`config.mk`:
```
export PLATFORM = sky130hd
export DESIGN_NAME = edge_event_serializer
export DESIGN_NICKNAME = d
export VERILOG_FILES = /design/src/rtl/edge_pkg.sv /design/src/rtl/edge_event_serializer_rr_pick.sv /design/src/rtl/edge_event_serializer.sv
export SDC_FILE = /design/constraint.sdc
export NUM_CORES = 1
export LEC_CHECK = 0
export CORE_MARGIN = 8
export CORE_UTILIZATION = 58
export DETAILED_ROUTE_END_ITERATION = 6
export DONT_BUFFER_PORTS = 1
export PLACE_DENSITY = 0.86
export SLEW_MARGIN = 20
export SYNTH_ARGS = -nofsm -noshare
export SYNTH_HDL_FRONTEND = slang
export SYNTH_SLANG_ARGS = --single-unit
```
`constraint.sdc`:
```
create_clock -name clk -period 5 [get_ports clk]
set_input_delay 1 -clock clk [delete_from_list [all_inputs] [get_ports clk]]
set_output_delay 1 -clock clk [all_outputs]
set_load 0.02 [all_outputs]
```
`src/rtl/edge_pkg.sv`:
```
// Shared widths and types for the edge-capture event path.
// Default sizing matches the 32-bit sticky edge-capture stage.
package edge_pkg;

  localparam int EDGE_W     = 32;
  localparam int EDGE_IDX_W = $clog2(EDGE_W);

  typedef logic [EDGE_W-1:0]     edge_vec_t;
  typedef logic [EDGE_IDX_W-1:0] edge_idx_t;

endpackage

```
`src/rtl/edge_event_serializer_rr_pick.sv`:
```
// Round-robin picker: first set request at or above ptr, wrapping.
// The request vector is doubled so the wrap becomes a plain priority scan.
module rr_pick
  import edge_pkg::*;
#(
  parameter int WIDTH = EDGE_W,
  parameter int IDX_W = $clog2(WIDTH)
) (
  input  logic [WIDTH-1:0] req,
  input  logic [IDX_W-1:0] ptr,
  output logic [IDX_W-1:0] sel,
  output logic             any
);

  localparam int DW = 2 * WIDTH;

  logic [DW-1:0] req2;
  logic [DW-1:0] keep;
  logic [DW-1:0] masked;

  assign req2   = {req, req};
  assign keep   = ~((DW'(1) << ptr) - DW'(1));
  assign masked = req2 & keep;

  // Lowest set bit of the masked double vector, folded back mod WIDTH.
  always_comb begin
    sel = '0;
    any = |req;
    for (int i = DW - 1; i >= 0; i--) begin
      if (masked[i]) sel = IDX_W'(i);
    end
  end

endmodule

```
`src/rtl/edge_event_serializer.sv`:
```
// Serializes newly risen capture bits into indexed event beats.
// Tracks lost events when a bit re-fires while still pending.
module edge_event_serializer
  import edge_pkg::*;
#(
  parameter int WIDTH = EDGE_W,
  parameter int IDX_W = $clog2(WIDTH)
) (
  input  logic             clk,
  input  logic             reset,
  input  logic [WIDTH-1:0] cap,
  output logic             out_valid,
  input  logic             out_ready,
  output logic [IDX_W-1:0] out_idx,
  output logic             overflow,
  output logic             busy
);

  logic [WIDTH-1:0] cap_q,  cap_d;
  logic [WIDTH-1:0] pend_q, pend_d;
  logic [IDX_W-1:0] ptr_q,  ptr_d;
  logic [IDX_W-1:0] idx_q,  idx_d;
  logic             vld_q,  vld_d;
  logic             ovf_q,  ovf_d;

  logic [WIDTH-1:0] rise;
  logic [WIDTH-1:0] grant;
  logic [IDX_W-1:0] sel;
  logic             any;
  logic             load;

  rr_pick #(
    .WIDTH (WIDTH),
    .IDX_W (IDX_W)
  ) u_pick (
    .req (pend_q),
    .ptr (ptr_q),
    .sel (sel),
    .any (any)
  );

  assign rise = cap & ~cap_q;
  assign load = !vld_q || out_ready;

  // Output register load, pointer advance and pending/overflow update.
  always_comb begin
    cap_d = cap;
    vld_d = vld_q;
    idx_d = idx_q;
    ptr_d = ptr_q;
    grant = '0;
    if (load) begin
      vld_d = any;
      if (any) begin
        idx_d = sel;
        ptr_d = sel + IDX_W'(1);
        grant = WIDTH'(1) << sel;
      end
    end
    pend_d = (pend_q & ~grant) | rise;
    ovf_d  = ovf_q | (|(rise & pend_q & ~grant));
  end

  // State registers; reset wins over every other update.
  always_ff @(posedge clk) begin
    if (reset) begin
      cap_q  <= '0;
      pend_q <= '0;
      ptr_q  <= '0;
      idx_q  <= '0;
      vld_q  <= 1'b0;
      ovf_q  <= 1'b0;
    end else begin
      cap_q  <= cap_d;
      pend_q <= pend_d;
      ptr_q  <= ptr_d;
      idx_q  <= idx_d;
      vld_q  <= vld_d;
      ovf_q  <= ovf_d;
    end
  end

  assign out_valid = vld_q;
  assign out_idx   = idx_q;
  assign overflow  = ovf_q;
  assign busy      = (|pend_q) || vld_q;

endmodule
```
==> reports/qor.csv <==
stage;metric;value;unit
status;status;finished, final reports clean;
detailed_routing;drt wl/cell;23.6;µm
detailed_routing;post-route ant nets;0;
power;PwrDens;647;mW/mm²
yosys;Post-synth EDFFs;0;
yosys;Synth cell types;83;
yosys;sequential share of the synthesized area;28.5;%
sta;final hold slack;0.502;ns
cells_and_area;antenna fix cells;0;
critical_path;Crit Path Category;register to register;
sta;Hold Fails Final Rpt;0;
sta;Final Max Tran Viols;0;
sta;crit path time final;4.86;ns
yosys;synthesized area;0.00533;mm²
clocking;# clock sinks;76;
detailed_routing;final wirelength;20.0;mm
clocking;Root Buffer;clkbuf_8;
yosys;Avg Inst Size Synth;7.37;µm²
clocking;CTS H-Tree Depth;3;
cells_and_area;NumNets Final;774;
critical_path;Crit path buffers/inverters;2;
run;Max Cap Viol;0;
sta;worst rel slew slack;41.9;%
cells_and_area;Filler cells;771;
yosys;Area leader share;28.5;%
clocking;CTS Buf Count;9;
critical_path;CP Capture Type;register;
clocking;post-cts gate resize count;6;
critical_path;crit start category;register;
yosys;Synth mux share;0;%
critical_path;slowest cell delay on critical path;0.55;ns
yosys;Cells after Synth;723;
yosys;yosys xor share;0.329;%
yosys;yosys adder share;1.17;%
clocking;Worst-path clk slew;0.09;ns
[flip-flops by register name (all words and copies together) (netlist names)]
signal and flops:
out_valid 1, ptr_q 5, overflow 1, pend_q 32, out_idx 5, cap_q 32
[worst min-delay path: stages (launching register included)]
cell,delay (ns)
dfxtp_1,0.30
nand2b_1,0.11
a21oi_1,0.06
[report_power, final]
| part | internal [µW] | switching, µW | total (µW) | leakage [µW] |
|---|---|---|---|---|
| Combinational | 987 | 1570 | 2560 | 0.00149 |
| Clock | 295 | 242 | 537 | 0.000109 |
| Sequential | 680 | 131 | 811 | 0.000635 |
| Total | 1960 | 1940 | 3910 | 0.00223 |
[worst paths after layout]
| check | startpoint | depth (start not counted) | slack [ns] | to |
|---|---|---|---|---|
| max | ptr_q[2]$_SDFFE_PP0P_ | 17 | 0.14 | overflow$_SDFF_PP0_ |
| min | cap_q[4]$_SDFF_PP0_ | 2 | 0.50 | pend_q[4]$_SDFF_PP0_ |
| max reg2reg | ptr_q[2]$_SDFFE_PP0P_ | 17 | 0.14 | overflow$_SDFF_PP0_ |
| min reg2reg | cap_q[4]$_SDFF_PP0_ | 2 | 0.50 | pend_q[4]$_SDFF_PP0_ |
[kinds of logic after synthesis]
kind of cell / after synthesis
AND/OR/NAND/NOR: 321
AND-OR/OR-AND: 242
buffers and inverters: 77
flip-flops: 76
adder cells (fa/ha/maj): 5
XOR/XNOR: 2
[routing by layer]
metal  vias to the layer above  part of all wire (%)  global-route usage, %
li1                       2657                     -                      -
met1                      2800                    38                   37.4
met2                       394                    46                   50.8
met3                        99                    10                   6.22
met4                         2                   5.7                   16.5
met5                         -                  0.27                      0
[area by class of cell]
type	instances	share of cell area, %
clock buffer	10	2.28
clock inverter	5	1.41
inverter	31	1.93
multi-input combinational	570	60.9
sequential	76	25.3
tap	111	2.30
timing repair buffer	46	5.91
### Where the registers sit

Drawn at 2 px/µm. Other sequential cells in the stronger grey, the rest of the logic in the fainter grey.
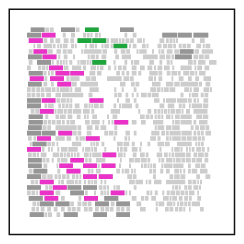
legend:
  magenta:
    signal: pend_q
    placed_flops: 32
  green:
    signal: out_idx
    placed_flops: 5
    where: top middle
not coloured: 39

### I/O nets highlighted

Drawn at 4 px/µm.
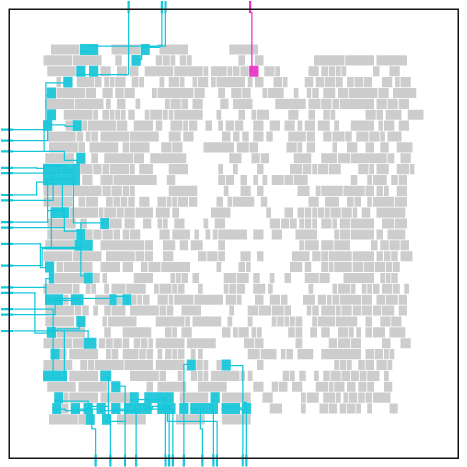
legend:
  cyan:
    port: cap
    direction: input
    edge: 16 left, 13 bottom, 3 top
    end_cells: 70
    buffers: 0
    wire: 849 µm
  magenta:
    port: out_ready
    direction: input
    edge: top
    end_cells: 1
    buffers: 0
    wire: 16.1 µm

Power and IR drop assume default switching activity.
